run_1/wires.png
(4 px per um)
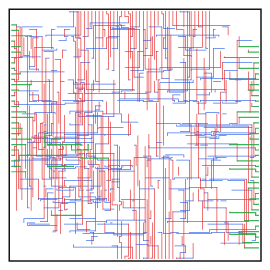
run_1/layer_met3.png
(4 px per um) Cells faint in the background.
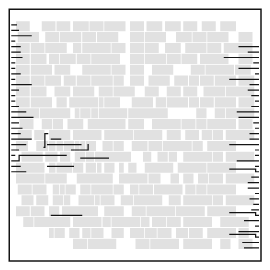
run_1/congestion.png
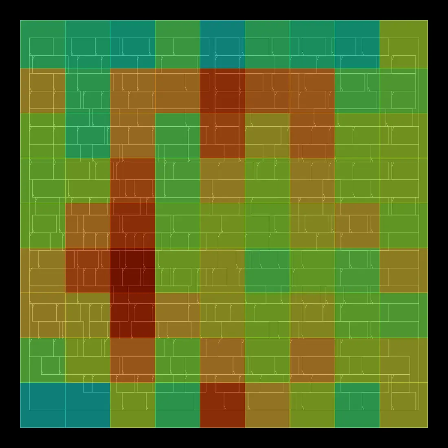
`src/rtl/k_and_s_pkg.sv`:
```
// Shared K&S types used by the RAM arbiter.
//   arb_state_t : arbiter FSM states
//   arb_owner_t : which requester owns (or last owned) the RAM port
package k_and_s_pkg;

    typedef enum logic {
        ARB_IDLE    = 1'b0,
        ARB_RD_WAIT = 1'b1
    } arb_state_t;

    typedef enum logic {
        OWN_CPU = 1'b0,
        OWN_EXT = 1'b1
    } arb_owner_t;

    localparam int ARB_LAT_W = 2;

endpackage

```
`src/rtl/ram_arbiter.sv`:
```
// Two-port arbiter in front of the shared K&S data/instruction RAM.
// The CPU datapath and the external load/debug port compete for one
// access per cycle; ties are resolved round-robin, and the external port
// may hold ext_lock to keep the bus for a burst. Reads are tracked so each
// requester gets exactly one rvalid pulse, RD_LAT cycles after its grant.
//
// Ports
//   clk, rst_n                      clock, async active-low reset
//   cpu_req/we/addr/wdata           CPU request and command
//   ext_req/we/addr/wdata, ext_lock external request, command and burst lock
//   cpu_gnt, ext_gnt                access issued to RAM this cycle
//   cpu_rvalid/rdata, ext_rvalid/rdata  read return, rdata is 0 unless rvalid
//   ram_addr, ram_we, ram_wdata     RAM command
//   ram_rdata                       RAM read data, RD_LAT cycles after command
//   busy                            read outstanding, no grant this cycle
//
// state       | meaning
// ------------+-------------------------------------------------------------
// ARB_IDLE    | no read outstanding; grants allowed
// ARB_RD_WAIT | read outstanding; lat_cnt counts down, respond when it hits 0
module ram_arbiter
    import k_and_s_pkg::*;
#(
    parameter int ADDR_W = 5,
    parameter int DATA_W = 16,
    parameter int RD_LAT = 1
) (
    input  logic              clk,
    input  logic              rst_n,
    input  logic              cpu_req,
    input  logic              cpu_we,
    input  logic [ADDR_W-1:0] cpu_addr,
    input  logic [DATA_W-1:0] cpu_wdata,
    input  logic              ext_req,
    input  logic              ext_we,
    input  logic [ADDR_W-1:0] ext_addr,
    input  logic [DATA_W-1:0] ext_wdata,
    input  logic              ext_lock,
    output logic              cpu_gnt,
    output logic              ext_gnt,
    output logic              cpu_rvalid,
    output logic              ext_rvalid,
    output logic [DATA_W-1:0] cpu_rdata,
    output logic [DATA_W-1:0] ext_rdata,
    output logic [ADDR_W-1:0] ram_addr,
    output logic              ram_we,
    output logic [DATA_W-1:0] ram_wdata,
    input  logic [DATA_W-1:0] ram_rdata,
    output logic              busy
);

    // With RD_LAT = 1 this loads 0, so the cycle after the grant responds.
    localparam logic [ARB_LAT_W-1:0] LAT_LOAD = ARB_LAT_W'(RD_LAT - 1);

    arb_state_t             state, state_nxt;
    arb_owner_t             last_owner, last_owner_nxt;
    arb_owner_t             rd_owner, rd_owner_nxt;
    arb_owner_t             winner;
    logic [ARB_LAT_W-1:0]   lat_cnt, lat_cnt_nxt;
    logic                   respond;

    // Round-robin pick: a single requester always wins; on a tie the one not
    // granted last wins, except that a locked EXT that owned the bus keeps it.
    function automatic arb_owner_t rr_pick(input logic       c_req,
                                           input logic       e_req,
                                           input logic       lock,
                                           input arb_owner_t last);
        arb_owner_t pick;
        pick = OWN_CPU;
        if (c_req && e_req) begin
            if (last == OWN_EXT && lock) pick = OWN_EXT;
            else if (last == OWN_EXT)    pick = OWN_CPU;
            else                         pick = OWN_EXT;
        end else if (e_req) begin
            pick = OWN_EXT;
        end
        return pick;
    endfunction

    always_ff @(posedge clk or negedge rst_n) begin
        if (!rst_n) begin
            state      <= ARB_IDLE;
            last_owner <= OWN_EXT;
            rd_owner   <= OWN_CPU;
            lat_cnt    <= '0;
        end else begin
            state      <= state_nxt;
            last_owner <= last_owner_nxt;
            rd_owner   <= rd_owner_nxt;
            lat_cnt    <= lat_cnt_nxt;
        end
    end

    always_comb begin
        state_nxt      = state;
        last_owner_nxt = last_owner;
        rd_owner_nxt   = rd_owner;
        lat_cnt_nxt    = lat_cnt;
        winner         = OWN_CPU;
        cpu_gnt        = 1'b0;
        ext_gnt        = 1'b0;
        ram_we         = 1'b0;
        ram_addr       = cpu_addr;
        ram_wdata      = cpu_wdata;

        respond = (state == ARB_RD_WAIT) && (lat_cnt == '0);
        busy    = (state == ARB_RD_WAIT) && (lat_cnt != '0);

        // lat_cnt only decrements while non-zero: the zero cycle either
        // exits to idle or is overridden below by a reload.
        if (state == ARB_RD_WAIT) begin
            if (respond) state_nxt   = ARB_IDLE;
            else         lat_cnt_nxt = lat_cnt - 1'b1;
        end

        // Grants are gated by rst_n so nothing reaches the RAM during reset.
        if (rst_n && !busy && (cpu_req || ext_req)) begin
            winner = rr_pick(cpu_req, ext_req, ext_lock, last_owner);
            if (winner == OWN_EXT) begin
                ext_gnt   = 1'b1;
                ram_we    = ext_we;
                ram_addr  = ext_addr;
                ram_wdata = ext_wdata;
            end else begin
                cpu_gnt   = 1'b1;
                ram_we    = cpu_we;
            end
            last_owner_nxt = winner;
            if (!ram_we) begin
                state_nxt    = ARB_RD_WAIT;
                lat_cnt_nxt  = LAT_LOAD;
                rd_owner_nxt = winner;
            end
        end
    end

    assign cpu_rvalid = respond && (rd_owner == OWN_CPU);
    assign ext_rvalid = respond && (rd_owner == OWN_EXT);
    assign cpu_rdata  = cpu_rvalid ? ram_rdata : '0;
    assign ext_rdata  = ext_rvalid ? ram_rdata : '0;

endmodule

```
`config.mk`:
```
export PLATFORM = sky130hd
export DESIGN_NAME = ram_arbiter
export DESIGN_NICKNAME = d
export VERILOG_FILES = /design/src/rtl/k_and_s_pkg.sv /design/src/rtl/ram_arbiter.sv
export SDC_FILE = /design/constraint.sdc
export NUM_CORES = 1
export LEC_CHECK = 0
export CORE_MARGIN = 1
export CORE_UTILIZATION = 24
export DETAILED_ROUTE_END_ITERATION = 16
export HOLD_SLACK_MARGIN = 0.05
export MAX_ROUTING_LAYER = met4
export PLACE_DENSITY = 0.81
export SLEW_MARGIN = 30
export SYNTH_ARGS = -nofsm -noshare
export SYNTH_HDL_FRONTEND = slang
export SYNTH_SLANG_ARGS = --single-unit
export TNS_END_PERCENT = 1
```
`constraint.sdc`:
```
create_clock -name clk -period 1.92 [get_ports clk]
set_input_delay 0.384 -clock clk [delete_from_list [all_inputs] [get_ports clk]]
set_output_delay 0.384 -clock clk [all_outputs]
set_load 0.05 [all_outputs]
```
==> deck_impl_summary.md, run 1 <==
Run Summary

Critical path
  • Worst Path Arrival: 1.86 ns
  • Worst reg-to-reg setup slack: 0.34 ns
  • Critical path fanouts, max: 5
  • Delay of the slowest cell on the worst path: 0.38 ns
  • Cell Chain, Critical Path: inv_1 > ha_2 > nand2b_4 > nand4_4 > buf_6 > buf_12 > mux2_4 > buf_12
  • Worst Setup EP: ram_wdata[12]
  • Classification of the worst setup path: register to output pin
  • Worst endpoint required time: 1.54 ns
  • Most frequent CP cell: buf_12
  • Count of cell instances traversed by the critical path: 8
  • Top cell family by delay on the critical path: buffers and inverters
  • CP Buf/Inv Count: 4
  • Critical Path Sink Type: output pin
  • Endpoint of the worst register-to-register path: rd_owner$_DFFE_PN0P_
  • Start point of the critical path: lat_cnt[0]$_DFF_PN0_
  • Crit Reg-Reg Startpoint: lat_cnt[0]$_DFF_PN0_
  • Crit-path slowest cell: dfrtp_1
  • Cell depth of the worst flop-to-flop path: 7
  • Startpoint type of the worst setup path: register

CTS
  • Reg clk slew, reported paths: 0.04 ns
  • Root Buffer Master: clkbuf_4
  • Clock sink count: 5
  • CTS tree: yes
  • Clock H-tree levels: 1
  • Clock buffer count from CTS: 3
  • Latency at later pin: 0.25 ns
  • Quantity of hold-fixing buffers added after cts: 0
  • Maximum buffer depth of the clock tree: 2

Cells and area
  • Number of nets in the layout: 309
  • Fill count: 177
  • Count of non-filler cells in the finished layout: 288
  • Final antenna diode count: 0
  • Comb. cell area: 764 um^2
  • Sequential cell area: 126 um^2
  • Area grow syn2layout: 233%
  • Share of post-route cells with drive strength above 1: 59.5%

Synth
  • Main flop type after synthesis: dfrtp_1
  • Number of synthesized register bits: 5
  • Post-synthesis share of cell area spent on full adders, half adders and majority gates: 1.42%
  • Gate Count Post-Synth: 96
  • Mux contribution to synthesized area: 35.8%
  • Syn avg cell area: 9.16 um^2
  • Yosys warns: 0
  • Cell types with the largest area share after synthesis: mux2_4, and2_1, dfrtp_1
  • Sequential element share of the synthesized area: 14.4%
  • Dominant combinational cell family by area after synthesis: multiplexers
  • Post-synthesis share of cell area spent on and, or, nand and nor gates: 31.4%
  • Top cell type by total area after synthesis: mux2_4
  • Yosys stat cell total: 96
  • Top cell type by instance count after synthesis: and2_1
  • Xor/xnor share of the synthesized area: 0.996%
  • Post-synthesis chip area from yosys: 880 um^2
  • Cell types with the highest counts after synthesis: and2_1, mux2_4, inv_1
  • Yosys cell types: 26
  • Cell area after synthesis: 880 um^2
  • Proportion of synthesized flip-flops having asynchronous set or reset: 100%
  • Count of flip-flops with a built-in enable after synthesis: 0
  • Post-Syn Nets: 162
  • Top cell area share: 30.7%

Routing
  • Drc violations: 0
  • First drt pass iteration count: 4
  • WL/cell: 14.8 um
  • Routed Antenna Nets: 0
  • Number of design-rule violations left by the first detailed-router iteration: 31
  • Routed via count divided by cell count: 4.50

Run
  • OpenROAD warnings: 30
  • Max-cap violation count: 0

Timing
  • Worst slew margin: 77.3%
  • Achievable Freq: 445 MHz
  • Total Neg Setup Slack: -13.34 ns
  • Unrepaired setup endpoints after global routing: true
  • Final Hold Violating Endpoints: 0
  • Count of final max-slew check failures: 0
  • Hold Worst Slack: 0.500 ns
  • Final Critical Period: 2.25 ns
  • Setup-failing EPs final: 57
  • Worst-margin pin slew: 0.336 ns
  • Part of the cycle the worst path needs: 117%
  • Setup slack of the critical path after layout: -0.328 ns
  • Max Clock Skew: 0.000783 ns

Power
  • Top power consumer group: combinational logic
  • Comb group: 2.19 mW
  • Part of the total power dissipated in the clock network: 5.0%
  • Power per Cell Area: 854 nW/um^2
  • VDD IR max: 0.000703 V
  • Power after layout: 2.50 mW
  • Leakage component of the power: 1.34 nW
  • Internal: 1.34 mW
  • Switching power: 1.17 mW
  • Power attributed to the clock group: 0.126 mW
  • Combinational power share: 87.4%
  • Power share of the sequential group: 7.6%
  • Switching part of the total power: 46.7%
  • Seq. pwr: 0.191 mW

Worst hold path
  • Destination of the worst hold path: last_owner$_DFFE_PN1P_
  • Launch point of the worst hold path: last_owner$_DFFE_PN1P_
  • Cell depth of the worst min-delay path: 2
  • HP Class: register to register

Floorplan
  • Die area: 3910 um^2
  • Site Rows: 21
  • Init Core Util: 25.8%
  • Number of top-level design ports: 124
  • DIE HEIGHT: 62.5 um
  • Placeable Area: 3420 um^2

Status
  • Status: finished, violations left
  • Violations in the final reports: negative setup slack

Global routing
  • Vias in the first global route: 1421
  • Congestion Overflow GR: 0
  • Largest net degree at the start of global routing: 18
  • Initial antenna violation count: 0
  • First-pass GRT wire length: 6890 um

Placed design
  • Port bufs: 123
  • Placed wire-length estimate after detailed placement: 3270 um
  • Placed Cells: 275
  • Final weighted congestion in routability-driven placement: 0.836
Back to the opening pictures, wires.png:
Key: metal 4 = orange [wire length 16.3 um]; metal 2 = red [wire length 2520 um]; metal 1 = blue [wire length 1470 um]; metal 3 = green [wire length 237 um]

Back to the opening pictures, layer_met3.png:
72 nets have wire on it. The longest straight run is 11.7 um. The layer carries 237 um of wire.
routed vias: 1296
met3 routing resource usage after global routing: 2.74%
routed wire length: 4250 um

Back to the opening pictures, congestion.png:
gr usage total: 23.0%
met1 usage: 23.3%
met2 track demand over resource in global routing: 46.9%
Top Usage Layer GRT: met2
Layout Utilization: 85.8%

[run 1: kinds of logic after synthesis]
kind of cell    Yosys count
compound gates           13
xor+xnor                  1
fa+ha+maj                 1
buf+inv                  11
flops                     5
mux                      22
simple gates             43
[run 1: state kept, by name (all words and copies together), names as in the netlist]
signal,cells
lat_cnt,2
last_owner,1
rd_owner,1
state,1
[run 1: through the flow]
stage	setup slack, ns	instance area [um^2]
after floorplan	-0.0675	906
after global placement	-0.315	2650
after detailed placement	-0.354	2650
after CTS	-0.303	2920
after global routing	-0.382	2930
final	-0.328	2930
[run 1: area by class of cell]
class                   instances  area share (%)
repair buffers                147            65.8
multi-input cells              80            26.1
flip-flops and latches          5            4.31
well taps                      46            1.96
inverters                       6           0.982
clock buffers                   4           0.896
[run 1: layout by cell type, fill, tap and decap left out, types with 2 or more instances in the layout]
master / synthesis / layout
and2_4: 0 / 7
inv_1: 6 / 3
dfrtp_1: 4 / 4
o31ai_1: 2 / 2
clkdlybuf4s50_1: 0 / 62
clkbuf_4: 0 / 3
and2_1: 32 / 7
a21oi_2: 0 / 2
o21ai_0: 3 / 3
mux2_4: 18 / 21
dlygate4sd2_1: 0 / 2
buf_6: 2 / 21
a21oi_1: 4 / 2
buf_8: 0 / 4
nand2_1: 4 / 4
buf_4: 0 / 14
and2_2: 0 / 18
buf_12: 0 / 43
[run 1: per-layer routing]
layer | vias up | share of wire [%] | global-route usage (%)
met5 | - | 0 | -
met4 | 0 | 0.38 | 3.49
met3 | 2 | 5.6 | 2.74
met2 | 79 | 59 | 46.9
met1 | 597 | 35 | 23.3
li1 | 618 | - | -
[run 1: repair_timing]
item,4_1_cts,5_1_grt
setup endpoints to repair,57,59
setup buffers,7,1
pin swaps,9,1
resized,49,2
endpoints found under the hold margin,0,0
cloned,1,0
==> run 1 -> run 2 <==
--- a/config.mk
+++ b/config.mk
@@ -11,7 +11,6 @@
 export HOLD_SLACK_MARGIN = 0.05
 export MAX_ROUTING_LAYER = met4
 export PLACE_DENSITY = 0.81
-export SLEW_MARGIN = 30
 export SYNTH_ARGS = -nofsm -noshare
 export SYNTH_HDL_FRONTEND = slang
 export SYNTH_SLANG_ARGS = --single-unit
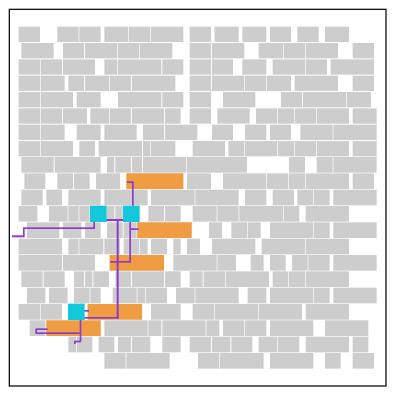
run_2/clk_routes.png
(6 px per um)
Key: clock drivers = cyan [count 3]; flip-flops = orange [count 5]; clock wires = purple [length 85.5 um]
There are 4 routed clock nets.
Latency at later pin: 0.25 ns
power attributed to the clock group: 0.126 mW

==> run 2 against run 1 <==
Net effect: the run still ends with negative setup slack left; flip-flop count is the same; first-iteration DRC count stayed put; clock skew did not move; area after synthesis did not move; die size unchanged; critical endpoint unchanged; largest power group unchanged.
==> deck_impl_summary.md, run 2 <==
Run Summary

Routing
  • Drc violations: 0 (unchanged)
  • WL/cell: 14.8 um (unchanged)
  • Routed Antenna Nets: 0 (unchanged)
  • Routed vias: 1296 (unchanged)
  • First drt pass iteration count: 4 (unchanged)
  • Routed via count divided by cell count: 4.50 (unchanged)
  • Number of design-rule violations left by the first detailed-router iteration: 31 (unchanged)

Synth
  • Top cell type by instance count after synthesis: and2_1
  • Cell types with the largest area share after synthesis: mux2_4, and2_1, dfrtp_1
  • Xor/xnor share of the synthesized area: 0.996% (unchanged)
  • Post-synthesis share of cell area spent on and, or, nand and nor gates: 31.4% (unchanged)
  • Proportion of synthesized flip-flops having asynchronous set or reset: 100% (unchanged)
  • Gate Count Post-Synth: 96 (unchanged)
  • Cell area after synthesis: 880 um^2 (unchanged)
  • Cell types with the highest counts after synthesis: and2_1, mux2_4, inv_1
  • Top cell area share: 30.7% (unchanged)
  • Post-Syn Nets: 162 (unchanged)
  • Yosys cell types: 26 (unchanged)
  • Main flop type after synthesis: dfrtp_1
  • Post-synthesis chip area from yosys: 880 um^2 (unchanged)
  • Syn avg cell area: 9.16 um^2 (unchanged)
  • Sequential element share of the synthesized area: 14.4% (unchanged)
  • Yosys stat cell total: 96 (unchanged)
  • Mux contribution to synthesized area: 35.8% (unchanged)
  • Number of synthesized register bits: 5 (unchanged)
  • Count of flip-flops with a built-in enable after synthesis: 0 (unchanged)
  • Yosys warns: 0 (unchanged)
  • Top cell type by total area after synthesis: mux2_4
  • Dominant combinational cell family by area after synthesis: multiplexers

Timing
  • Unrepaired setup endpoints after global routing: true
  • Hold Worst Slack: 0.500 ns (unchanged)
  • Final Hold Violating Endpoints: 0 (unchanged)
  • Worst-margin pin slew: 0.336 ns (unchanged)
  • Setup slack of the critical path after layout: -0.328 ns (unchanged)
  • Setup-failing EPs final: 57 (unchanged)
  • Max Clock Skew: 0.000783 ns (unchanged)
  • Total Neg Setup Slack: -13.34 ns (unchanged)
  • Count of final max-slew check failures: 0 (unchanged)
  • Achievable Freq: 445 MHz (unchanged)
  • Worst slew margin: 77.3% (unchanged)
  • Part of the cycle the worst path needs: 117% (unchanged)
  • Final Critical Period: 2.25 ns (unchanged)

Power
  • Switching part of the total power: 46.7% (unchanged)
  • Switching power: 1.17 mW (unchanged)
  • Power per Cell Area: 854 nW/um^2 (unchanged)
  • Part of the total power dissipated in the clock network: 5.0% (about the same)
  • VDD IR max: 0.000703 V (unchanged)
  • Seq. pwr: 0.191 mW (about the same)
  • Comb group: 2.19 mW (about the same)
  • Internal: 1.34 mW (unchanged)
  • Power after layout: 2.50 mW (unchanged)
  • Top power consumer group: combinational logic
  • Leakage component of the power: 1.34 nW (unchanged)

Global routing
  • Initial antenna violation count: 0 (unchanged)
  • Gr usage total: 23.0% (unchanged)
  • Largest net degree at the start of global routing: 18 (unchanged)
  • Congestion Overflow GR: 0 (unchanged)
  • Vias in the first global route: 1421 (unchanged)
  • First-pass GRT wire length: 6890 um (unchanged)

Critical path
  • Worst endpoint required time: 1.54 ns (about the same)
  • Critical path fanouts, max: 5 (unchanged)
  • Startpoint type of the worst setup path: register
  • Critical Path Sink Type: output pin
  • Worst reg-to-reg setup slack: 0.34 ns (about the same)
  • Endpoint of the worst register-to-register path: rd_owner$_DFFE_PN0P_
  • Cell depth of the worst flop-to-flop path: 7 (unchanged)
  • Classification of the worst setup path: register to output pin
  • Crit Reg-Reg Startpoint: lat_cnt[0]$_DFF_PN0_
  • Worst Path Arrival: 1.86 ns (about the same)

Run
  • Max-cap violation count: 0 (unchanged)

Worst hold path
  • Destination of the worst hold path: last_owner$_DFFE_PN1P_
  • Launch point of the worst hold path: last_owner$_DFFE_PN1P_
  • Cell depth of the worst min-delay path: 2 (unchanged)
  • HP Class: register to register

Placed design
  • Final weighted congestion in routability-driven placement: 0.836 (unchanged)
  • Dpl cell area: 2650 um^2 (unchanged)
  • Placed wire-length estimate after detailed placement: 3270 um (unchanged)
  • Placed Cells: 275 (unchanged)
  • Port bufs: 123 (unchanged)
  • Placement-stage worst setup slack: -0.354 ns (unchanged)

CTS
  • Reg clk slew, reported paths: 0.04 ns (about the same)
  • Clock sink count: 5 (unchanged)
  • Root Buffer Master: clkbuf_4
  • CTS tree: yes
  • Clock H-tree levels: 1 (unchanged)
  • Maximum buffer depth of the clock tree: 2 (unchanged)
  • Quantity of hold-fixing buffers added after cts: 0 (unchanged)

Floorplan
  • Init Core Util: 25.8% (unchanged)
  • DIE HEIGHT: 62.5 um (unchanged)
  • Die area: 3910 um^2 (unchanged)
  • Placeable Area: 3420 um^2 (unchanged)
  • Number of top-level design ports: 124 (unchanged)
  • Site Rows: 21 (unchanged)

Cells and area
  • Top reg by flops: lat_cnt
  • Most common logic cells in the final layout: clkdlybuf4s50_1, buf_12, mux2_4, buf_6, and2_2
  • Count of non-filler cells in the finished layout: 288 (unchanged)
  • Final antenna diode count: 0 (unchanged)
  • Area grow syn2layout: 233% (unchanged)
  • Max reg flops: 2 (unchanged)
  • Layout Utilization: 85.8% (unchanged)
  • Number of nets in the layout: 309 (unchanged)
  • Fill count: 177 (unchanged)
  • Layout Cell Area excl Fill: 2930 um^2 (unchanged)
  • Share of post-route cells with drive strength above 1: 59.5% (unchanged)

Status
  • Violations in the final reports: negative setup slack
  • Status: finished, violations left
[run 2: logic make-up (layout without fill, tap and decap cells)]
family	count (synthesis)	count (layout)
and+or+nand+nor	43	43
muxes	22	22
AOI/OAI and AO/OA	13	13
buffers and inverters	11	157
DFF	5	5
adders and majority gates	1	1
xor gates and xnor gates	1	1
[run 2: repair_timing]
item,in CTS,in global routing
gates cloned,1,0
endpoints found under the setup margin,57,59
gates resized,49,2
pin swaps,9,1
setup buffers,7,1
[run 2: per-layer routing]
layer	share of wire, %	GRT usage [%]	wire [um]	vias to the layer above
li1	-	-	-	618
met1	35	23.3	1470	597
met2	59	46.9	2520	79
met3	5.6	2.74	236	2
met4	0.38	3.49	16	0
met5	0	-	0	-
[run 2: final cells by class]
type,count,area (um^2),share of cell area [%]
timing repair buffer,147,1930,65.8
tap,46,57.6,1.96
inverter,6,28.8,0.982
sequential,5,126,4.31
multi-input combinational,80,764,26.1
clock buffer,4,26.3,0.896
[run 2: critical path, stage by stage, from the launching register on]
cell,delay [ns]
dfrtp_1,0.38
inv_1,0.06
ha_2,0.16
nand2b_4,0.14
nand4_4,0.12
buf_6,0.16
buf_12,0.13
mux2_4,0.31
buf_12,0.15
[run 2: worst max-delay path by stage]
| stage | endpoint | slack, ns | from |
|---|---|---|---|
| floorplan | cpu_gnt | -0.07 | lat_cnt[0]$_DFF_PN0_ |
| global placement | ram_wdata[8] | -0.32 | ext_lock |
| detailed placement | ram_wdata[9] | -0.35 | ext_lock |
| CTS | ram_wdata[12] | -0.30 | lat_cnt[0]$_DFF_PN0_ |
| global route | ram_wdata[15] | -0.38 | lat_cnt[0]$_DFF_PN0_ |
| finish | ram_wdata[12] | -0.33 | lat_cnt[0]$_DFF_PN0_ |
No activity file was given, so power comes from the tool's default toggle rates.
